$ cat src/rtl/uart_rx_ctrl_if.sv
// rtl/uart_rx_ctrl_if.sv - receiver-side, read-port and status signals of uart_rx_ctrl
interface uart_rx_ctrl_if #(
  parameter int AW = 4
);
  logic          rx_end;
  logic [7:0]    rx_data;
  logic          rx_busy;
  logic          rd_req;
  logic          rd_ack;
  logic [7:0]    rd_data;
  logic          flush;
  logic          ovr_clr;
  logic          udr_clr;
  logic [2:0]    irq_en;
  logic [AW:0]   thresh;
  logic [AW:0]   fifo_cnt;
  logic          empty;
  logic          full;
  logic          ovr;
  logic          udr;
  logic          irq;

  modport master (
    output rx_end, rx_data, rx_busy, rd_req, flush, ovr_clr, udr_clr, irq_en, thresh,
    input  rd_ack, rd_data, fifo_cnt, empty, full, ovr, udr, irq
  );

  modport slave (
    input  rx_end, rx_data, rx_busy, rd_req, flush, ovr_clr, udr_clr, irq_en, thresh,
    output rd_ack, rd_data, fifo_cnt, empty, full, ovr, udr, irq
  );
endinterface

$ cat src/rtl/uart_rx_ctrl.sv
// rtl/uart_rx_ctrl.sv - UART receive FIFO with request/ack read port, overrun/underrun and interrupt
module uart_rx_ctrl #(
  parameter int DEPTH   = 16,
  parameter int AW      = 4,
  parameter int TIMEOUT = 2048
) (
  input logic           clk,
  input logic           reset,
  uart_rx_ctrl_if.slave bus
);

  localparam logic [AW-1:0] PTR_ONE  = AW'(1);
  localparam logic [AW:0]   CNT_ONE  = (AW+1)'(1);
  localparam logic [AW:0]   CNT_FULL = (AW+1)'(DEPTH);
  localparam logic [15:0]   TO_MAX   = 16'(TIMEOUT);
  localparam logic [15:0]   TO_ONE   = 16'd1;

  logic [7:0]    mem [DEPTH];
  logic [AW-1:0] wr_ptr;
  logic [AW-1:0] rd_ptr;
  logic [AW:0]   cnt;
  logic [15:0]   to_cnt;
  logic          rd_ack_q;
  logic [7:0]    rd_data_q;
  logic          ovr_q;
  logic          udr_q;
  logic          irq_q;

  logic is_empty;
  logic is_full;
  logic pop_ok;
  logic push_ok;
  logic drop;
  logic udr_set;
  logic to_hit;
  logic thr_hit;

  assign is_empty = (cnt == '0);
  assign is_full  = (cnt == CNT_FULL);

  // A push into an empty FIFO is invisible to a same-cycle pop; a pop frees a slot for a push when full.
  assign pop_ok  = bus.rd_req & ~is_empty & ~bus.flush;
  assign push_ok = bus.rx_end & (~is_full | pop_ok) & ~bus.flush;
  assign drop    = bus.rx_end & is_full & ~pop_ok & ~bus.flush;
  assign udr_set = bus.rd_req & is_empty & ~bus.flush;
  assign to_hit  = (to_cnt == TO_MAX) & ~is_empty;
  assign thr_hit = (bus.thresh != '0) & (cnt >= bus.thresh);

  always_ff @(posedge clk) begin
    if (push_ok) mem[wr_ptr] <= bus.rx_data;
  end

  always_ff @(posedge clk or negedge reset) begin
    if (!reset) begin
      wr_ptr    <= '0;
      rd_ptr    <= '0;
      cnt       <= '0;
      to_cnt    <= '0;
      rd_ack_q  <= 1'b0;
      rd_data_q <= 8'h00;
      ovr_q     <= 1'b0;
      udr_q     <= 1'b0;
      irq_q     <= 1'b0;
    end else begin
      rd_ack_q <= bus.rd_req;

      if (bus.flush) begin
        wr_ptr <= '0;
        rd_ptr <= '0;
        cnt    <= '0;
        if (bus.rd_req) rd_data_q <= 8'h00;
      end else begin
        if (push_ok) wr_ptr <= wr_ptr + PTR_ONE;
        if (pop_ok)  rd_ptr <= rd_ptr + PTR_ONE;
        case ({push_ok, pop_ok})
          2'b10:   cnt <= cnt + CNT_ONE;
          2'b01:   cnt <= cnt - CNT_ONE;
          default: cnt <= cnt;
        endcase
        if (bus.rd_req) rd_data_q <= pop_ok ? mem[rd_ptr] : 8'h00;
      end

      if (drop)             ovr_q <= 1'b1;
      else if (bus.ovr_clr) ovr_q <= 1'b0;

      if (udr_set)          udr_q <= 1'b1;
      else if (bus.udr_clr) udr_q <= 1'b0;

      if (push_ok || pop_ok || is_empty || bus.rx_busy || bus.flush)
        to_cnt <= '0;
      else if (to_cnt != TO_MAX)
        to_cnt <= to_cnt + TO_ONE;

      irq_q <= (bus.irq_en[0] & thr_hit) |
               (bus.irq_en[1] & to_hit)  |
               (bus.irq_en[2] & ovr_q);
    end
  end

  assign bus.rd_ack   = rd_ack_q;
  assign bus.rd_data  = rd_data_q;
  assign bus.fifo_cnt = cnt;
  assign bus.empty    = is_empty;
  assign bus.full     = is_full;
  assign bus.ovr      = ovr_q;
  assign bus.udr      = udr_q;
  assign bus.irq      = irq_q;

endmodule

$ cat src/flat_wrapper.sv
// flat-port wrapper written by rule: the top's interface ports become plain ports
module uart_rx_ctrl_flat 
#(
  parameter int DEPTH   = 16,
  parameter int AW      = 4,
  parameter int TIMEOUT = 2048
)
  (clk, reset, bus_rx_end, bus_rx_data, bus_rx_busy, bus_rd_req, bus_flush, bus_ovr_clr, bus_udr_clr, bus_irq_en, bus_thresh, bus_rd_ack, bus_rd_data, bus_fifo_cnt, bus_empty, bus_full, bus_ovr, bus_udr, bus_irq);
  uart_rx_ctrl_if #(.AW(AW)) bus_i ();
  input logic clk;
  input logic reset;
  input wire logic [$bits(bus_i.rx_end)-1:0] bus_rx_end;
  input wire logic [$bits(bus_i.rx_data)-1:0] bus_rx_data;
  input wire logic [$bits(bus_i.rx_busy)-1:0] bus_rx_busy;
  input wire logic [$bits(bus_i.rd_req)-1:0] bus_rd_req;
  input wire logic [$bits(bus_i.flush)-1:0] bus_flush;
  input wire logic [$bits(bus_i.ovr_clr)-1:0] bus_ovr_clr;
  input wire logic [$bits(bus_i.udr_clr)-1:0] bus_udr_clr;
  input wire logic [$bits(bus_i.irq_en)-1:0] bus_irq_en;
  input wire logic [$bits(bus_i.thresh)-1:0] bus_thresh;
  output wire logic [$bits(bus_i.rd_ack)-1:0] bus_rd_ack;
  output wire logic [$bits(bus_i.rd_data)-1:0] bus_rd_data;
  output wire logic [$bits(bus_i.fifo_cnt)-1:0] bus_fifo_cnt;
  output wire logic [$bits(bus_i.empty)-1:0] bus_empty;
  output wire logic [$bits(bus_i.full)-1:0] bus_full;
  output wire logic [$bits(bus_i.ovr)-1:0] bus_ovr;
  output wire logic [$bits(bus_i.udr)-1:0] bus_udr;
  output wire logic [$bits(bus_i.irq)-1:0] bus_irq;
  assign bus_i.rx_end = bus_rx_end;
  assign bus_i.rx_data = bus_rx_data;
  assign bus_i.rx_busy = bus_rx_busy;
  assign bus_i.rd_req = bus_rd_req;
  assign bus_i.flush = bus_flush;
  assign bus_i.ovr_clr = bus_ovr_clr;
  assign bus_i.udr_clr = bus_udr_clr;
  assign bus_i.irq_en = bus_irq_en;
  assign bus_i.thresh = bus_thresh;
  assign bus_rd_ack = bus_i.rd_ack;
  assign bus_rd_data = bus_i.rd_data;
  assign bus_fifo_cnt = bus_i.fifo_cnt;
  assign bus_empty = bus_i.empty;
  assign bus_full = bus_i.full;
  assign bus_ovr = bus_i.ovr;
  assign bus_udr = bus_i.udr;
  assign bus_irq = bus_i.irq;
  uart_rx_ctrl #(.DEPTH(DEPTH), .AW(AW), .TIMEOUT(TIMEOUT)) u_core (.clk(clk), .reset(reset), .bus(bus_i));
endmodule
$ cat config.mk
export PLATFORM = sky130hd
export DESIGN_NAME = uart_rx_ctrl_flat
export DESIGN_NICKNAME = d
export VERILOG_FILES = /design/src/rtl/uart_rx_ctrl_if.sv /design/src/rtl/uart_rx_ctrl.sv /design/src/flat_wrapper.sv
export SDC_FILE = /design/constraint.sdc
export NUM_CORES = 1
export LEC_CHECK = 0
export CORE_MARGIN = 5
export CORE_UTILIZATION = 50
export DETAILED_ROUTE_END_ITERATION = 10
export HOLD_SLACK_MARGIN = 0.1
export PLACE_DENSITY_LB_ADDON = 0.3
export RECOVER_POWER = 50
export SLEW_MARGIN = 10
export SYNTH_ARGS = -nofsm -noshare
export SYNTH_HDL_FRONTEND = slang
export SYNTH_SLANG_ARGS = --single-unit
$ cat constraint.sdc
create_clock -name clk -period 3.3 [get_ports clk]
set_input_delay 0.66 -clock clk [delete_from_list [all_inputs] [get_ports clk]]
set_output_delay 0.66 -clock clk [all_outputs]
set_load 0.01 [all_outputs]
Fig. 1: run 1, cell placement
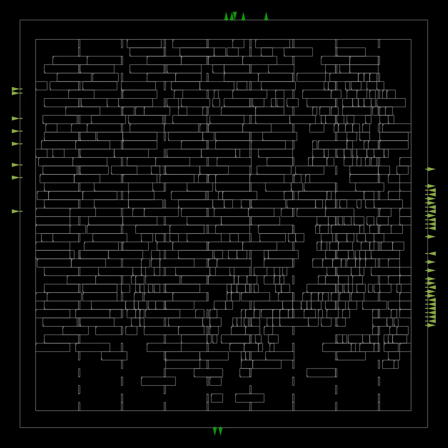
sequential cell area share: 55.8%
final instance count without filler cells: 739
utilization after layout: 60.3%
total number of placement rows: 44
Fill cells: 1076

Fig. 2: run 1, sizing map
Scale bar: 50 um.
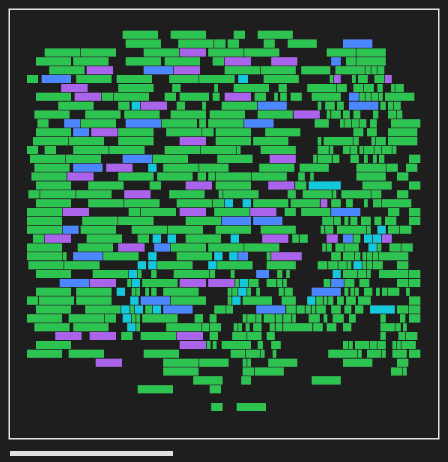
legend:
  blue:
    size: x6 and larger
    cells: 28
  cyan:
    size: x3 and x4
    cells: 35
  green:
    size: x1 and smaller
    cells: 454
  purple:
    size: x2
    cells: 38
post-route standard cell area excluding fillers: 8720 um2
minimum setup slack in the final design: 104 ps
Signal buffers: 74
Synth-to-Final Area Change: 18.5%

==> flow_summary.ini, run 1 <==
; yosys + openroad results
[power]
clockPowerShare_pct = 34.7
powerSeq_mw = 2.50
fin_total_pwr_mw = 5.65
clk-power_mw = 1.96
switching_power_as_a_share_of_total_power_pct = 27.0
power.switching_mw = 1.52
comb_power_share_pct = 21.0
top_power_group = registers
power_leakage_nw = 3.04
pwr_density_cell_nw_per_um2 = 647
power.ir.vdd_worst_v = 0.000481

[grt]
grtUsageMet1_pct = 24.0
antenna_found_initial = 0
grt_first_pass_wirelength_mm = 24.5
global_route.usage.met3_pct = 5.20
number_of_global_route_vias_before_repair = 4488
grt.busiest_layer = met2
grt_max_degree = 42

[logic_synthesis]
synth.top_cells.by_count = sky130_fd_sc_hd__edfxtp_1 (128), sky130_fd_sc_hd__dfrtp_1 (41), sky130_fd_sc_hd__nor2_1 (34)
synthAoiAreaFrac_pct = 6.20
mux_share_pct = 12.4
synth_largest_type_area_fraction_pct = 52.2
synthDominantAreaCellType = sky130_fd_sc_hd__edfxtp_1
ff_type = sky130_fd_sc_hd__edfxtp_1
enable_flop_cells = 128
avgSynthCellArea_um2 = 15.5
synthCells = 476
seq_area_frac_synth_pct = 66.1
synth_warnings = 0
simple_gate_area_share_pct = 7.66
yosys-stat-area_um2 = 7360
synth.cellmix.adderShare_pct = 2.38

[final_timing]
timing.slew.headroom_pct = -56.7
slew_viol_final = 42
fmaxAchievable_mhz = 313
rsz0062_at_grt = no
timing.hold.ws_ps = 542
timing_hold_violations_final = 0

[min_path]
min-delay-path-class = reg -> reg

[route]
wl_met2_mm = 7.53
wl_met1_mm = 6.38
drt_drc_violations_left = 0
drt_first_iter_violations = 271
drt-pass1-iter-count = 7

[cells_and_area]
comb_cells = 256
largest_register_ff_count = 128
layout.clock.cell_area_share_pct = 6.78
final.signal_inverter_count = 24
clkbuf_count = 23
largest_register = u_core.mem
layout.sequential_cells = 169
final-nonclk-buf-share_pct = 7.46
final_layout_size_suffix_gt1_share_pct = 18.2
combGateArea_um2 = 2290
layout.cells.largest_class = flip-flops and latches
layout.nets = 580
insertedDiodeCount = 0
most_frequent_cells_in_the_layout = sky130_fd_sc_hd__edfxtp_1 (128), sky130_fd_sc_hd__dfrtp_1 (40), sky130_fd_sc_hd__nor2_1 (34), sky130_fd_sc_hd__mux4_2 (32), sky130_fd_sc_hd__buf_4 (31)

[placement]
placed_cells_incl_taps = 707
gp_routability_congestion = 0.822
post-dp-hpwl_mm = 9.84
count_of_input_and_output_buffers = 42

[floorplan]
design.core.area_um2 = 14500
num_io_pins = 43
floorplan.die.height_um = 131
num_tap_cells = 184
die_width_um = 131

[clocking]
postCtsResizedCells = 0
tritoncts = done
tritoncts.num_buffers = 17
ctsLongestPathBuffers = 2
clock_sink_count = 169
clk_pin_slew_ps = 70
cts_hold_buf = 0

[status]
status = finished, violations left
violations = capacitance limit, slew limit

[setup_path]
critical_path_start_end_classification = reg -> out
timing.critical_path.to_type = output port
worst_ep_required_time_ps = 2640
worst-endpoint-arrival_ps = 2540
launching_element_type_of_the_critical_path = flop

[job]
drv_cap = 1
Fig. 3: run 1, wiring heat map
26 x 26 tiles, from dark blue (low) to red (high), scaled to the fullest tile. Values are wire area over tile area, all layers added.
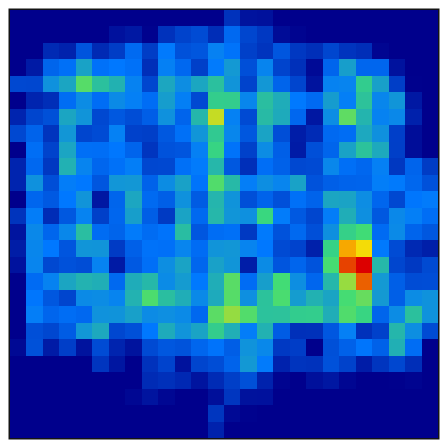
fullest tile: 0.74
nearly empty tiles: 23%
tiles over half the peak: 3.4%
emptiest ninth of the die: south-west
routed length per instance: 20.4 um
aggregate routed wire length: 15.1 mm
number of vias in the routed layout: 4299
overall routing resource usage: 18.2%

==> run 1: final timing paths <==
check,to,cells after the start,slack (ps),startpoint
worst min register to register,u_core.bus.udr,2,540,u_core.bus.udr
worst min-delay path,u_core.bus.udr,2,540,u_core.bus.udr
max in group asynchronous,u_core.rd_ptr[0],1,840,reset
worst max register to register,u_core.bus.fifo_cnt[4],8,380,u_core.bus.fifo_cnt[1]
min in group asynchronous,u_core.bus.fifo_cnt[2],1,950,reset
worst max-delay path,bus_full,3,100,u_core.bus.fifo_cnt[1]
==> run 1: critical path, cell delays in order, from the launching register on <==
cell and delay (ps):
sky130_fd_sc_hd__dfrtp_1 520, sky130_fd_sc_hd__or4_1 770, sky130_fd_sc_hd__nor2_1 250, sky130_fd_sc_hd__clkdlybuf4s50_1 570
Fig. 4: run 1, register map, names as in the netlist
Scale bar: 50 um. Other sequential cells in the stronger grey, the rest of the logic in the fainter grey.
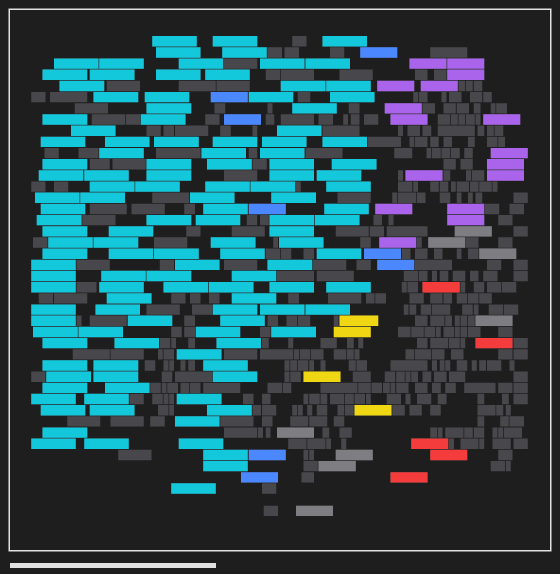

==> inputs of run 2 (changes only) <==
--- a/config.mk
+++ b/config.mk
@@ -5,8 +5,10 @@
 export SDC_FILE = /design/constraint.sdc
 export NUM_CORES = 1
 export LEC_CHECK = 0
+export CELL_PAD_IN_SITES_DETAIL_PLACEMENT = 0
+export CELL_PAD_IN_SITES_GLOBAL_PLACEMENT = 2
 export CORE_MARGIN = 5
-export CORE_UTILIZATION = 50
+export CORE_UTILIZATION = 44
 export DETAILED_ROUTE_END_ITERATION = 10
 export HOLD_SLACK_MARGIN = 0.1
 export PLACE_DENSITY_LB_ADDON = 0.3
Fig. 5: run 2, register map, names as in the netlist
Scale bar: 50 um. Other sequential cells in the stronger grey, the rest of the logic in the fainter grey.
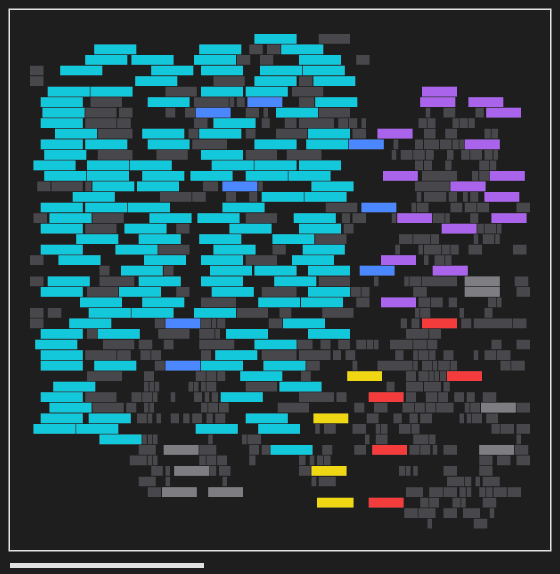
legend:
  purple:
    netlist_name: u_core.to_cnt
    placed_flops: 16
  red:
    netlist_name: u_core.bus.fifo_cnt
    placed_flops: 5
  cyan:
    netlist_name: u_core.mem
    placed_flops: 128
  yellow:
    netlist_name: u_core.rd_ptr
    placed_flops: 4
    where: south
  blue:
    netlist_name: u_core.bus.rd_data
    placed_flops: 8
not coloured: 8
utilization after layout: 53.1%
reported sequential group power: 2.46 mW

==> run 2 against run 1 <==
  * Area after synthesis unchanged
  * Via count down 1.8%
  * Highest routed layer unchanged
  * Largest power group unchanged
  * Clock skew up 3.5 ps
  * First-iteration DRC count down 9.2%
  * Total power down 0.28%
  * Sequential cell count unchanged
  * Design area up 0.49%
  * Combinational power up 5%
  * Count of clock-buffer cells in the layout down 6
  * Sequential share of layout area down 0.27 points
  * Global-route usage down 1.9 points
  * Setup slack better by 66 ps
  * The run still ends with capacitance limit, slew limit left
==> flow_summary.ini, run 2 <==
; yosys + openroad results
[final_timing]
timing.hold.ws_ps = 530
slew_viol_final = 42
timing_hold_violations_final = 0
rsz0062_at_grt = no

[cells_and_area]
nNonClkBuffers = 76
largest_register = u_core.mem
insertedDiodeCount = 0
layout.sequential_cells = 169
layout.clock.cell_area_share_pct = 6.65
final-nonclk-buf-share_pct = 7.59
layout.cells.largest_class = flip-flops and latches
final.signal_inverter_count = 24
seqAreaFraction_pct = 55.6
most_frequent_cells_in_the_layout = sky130_fd_sc_hd__edfxtp_1 (128), sky130_fd_sc_hd__dfrtp_1 (40), sky130_fd_sc_hd__nor2_1 (34), sky130_fd_sc_hd__buf_4 (33), sky130_fd_sc_hd__mux4_2 (32)
clkbuf_count = 17

[setup_path]
worst-endpoint-arrival_ps = 2470
worst_ep_required_time_ps = 2640
critical_path_depth = 3
crit-reg2reg-capture = u_core.bus.rd_data[3]
r2r.worst_path.cells = 4
critical_path.cell_chain = or4_1, nor2_1, clkdlybuf4s50_1
crit_path_max_cell_delay_ps = 760
crit_path_top_delay_cell = sky130_fd_sc_hd__or4_1
cp_top_family = simple AND/OR/NAND/NOR gates
launching_element_type_of_the_critical_path = flop

[placement]
count_of_input_and_output_buffers = 42
gp_routability_congestion = 0.837
post-dp-hpwl_mm = 9.83

[grt]
grt_max_degree = 42
grt.busiest_layer = met2
number_of_global_route_vias_before_repair = 4387
grt.total_usage_pct = 16.3
antenna_found_initial = 0

[logic_synthesis]
synthDominantAreaCellType = sky130_fd_sc_hd__edfxtp_1
synthCells = 476
mux_share_pct = 12.4
synth.top_cells.by_count = sky130_fd_sc_hd__edfxtp_1 (128), sky130_fd_sc_hd__dfrtp_1 (41), sky130_fd_sc_hd__nor2_1 (34)
enable_flop_cells = 128
avgSynthCellArea_um2 = 15.5
synth.cellmix.adderShare_pct = 2.38
yosys-stat-area_um2 = 7360
synth_warnings = 0

[floorplan]
floorplan.die.height_um = 139
num_tap_cells = 220
num_io_pins = 43

[status]
violations = capacitance limit, slew limit
status = finished, violations left

[clocking]
clock_sink_count = 169
cts_hold_buf = 0
postCtsResizedCells = 0
clk_pin_slew_ps = 70
ctsLongestPathBuffers = 2

[route]
wire_per_inst_um = 19.4
routed_wirelength_mm = 15.1
dr_total_vias = 4222
drt_first_iter_violations = 246
drt_drc_violations_left = 0

[min_path]
min-delay-path-class = reg -> reg
hold-path-endpoint = u_core.bus.ovr

[power]
switching_power_as_a_share_of_total_power_pct = 28.7
comb_power_share_pct = 22.2
pwr_density_cell_nw_per_um2 = 642
clockPowerShare_pct = 34.0
power.ir.vdd_worst_v = 0.000416

[job]
drv_cap = 1
## run 2: cell counts after synthesis
Identical to the previous run, type by type.
## run 2: per-stage QoR
step | instances | worst slack [ps] | instance area (um2) | total power [mW]
6_report | 777 | 170 | 8770 | 5.63
5_1_grt | 777 | 27.1 | 8770 | 5.92
4_1_cts | 777 | 145 | 8770 | 5.71
3_5_place_dp | 745 | -124 | 8190 | 3.78
3_3_place_gp | 745 | -73.3 | 8190 | 3.77
2_1_floorplan | 476 | 97.1 | 7360 | 3.31
## run 2: routing by layer
| metal | wire length [um] | up-vias |
|---|---|---|
| li1 | - | 1971 |
| met1 | 6570 | 2145 |
| met2 | 7650 | 93 |
| met3 | 758 | 13 |
| met4 | 136 | 0 |
| met5 | 0 | - |
Power is estimated from default activity; no workload was simulated.
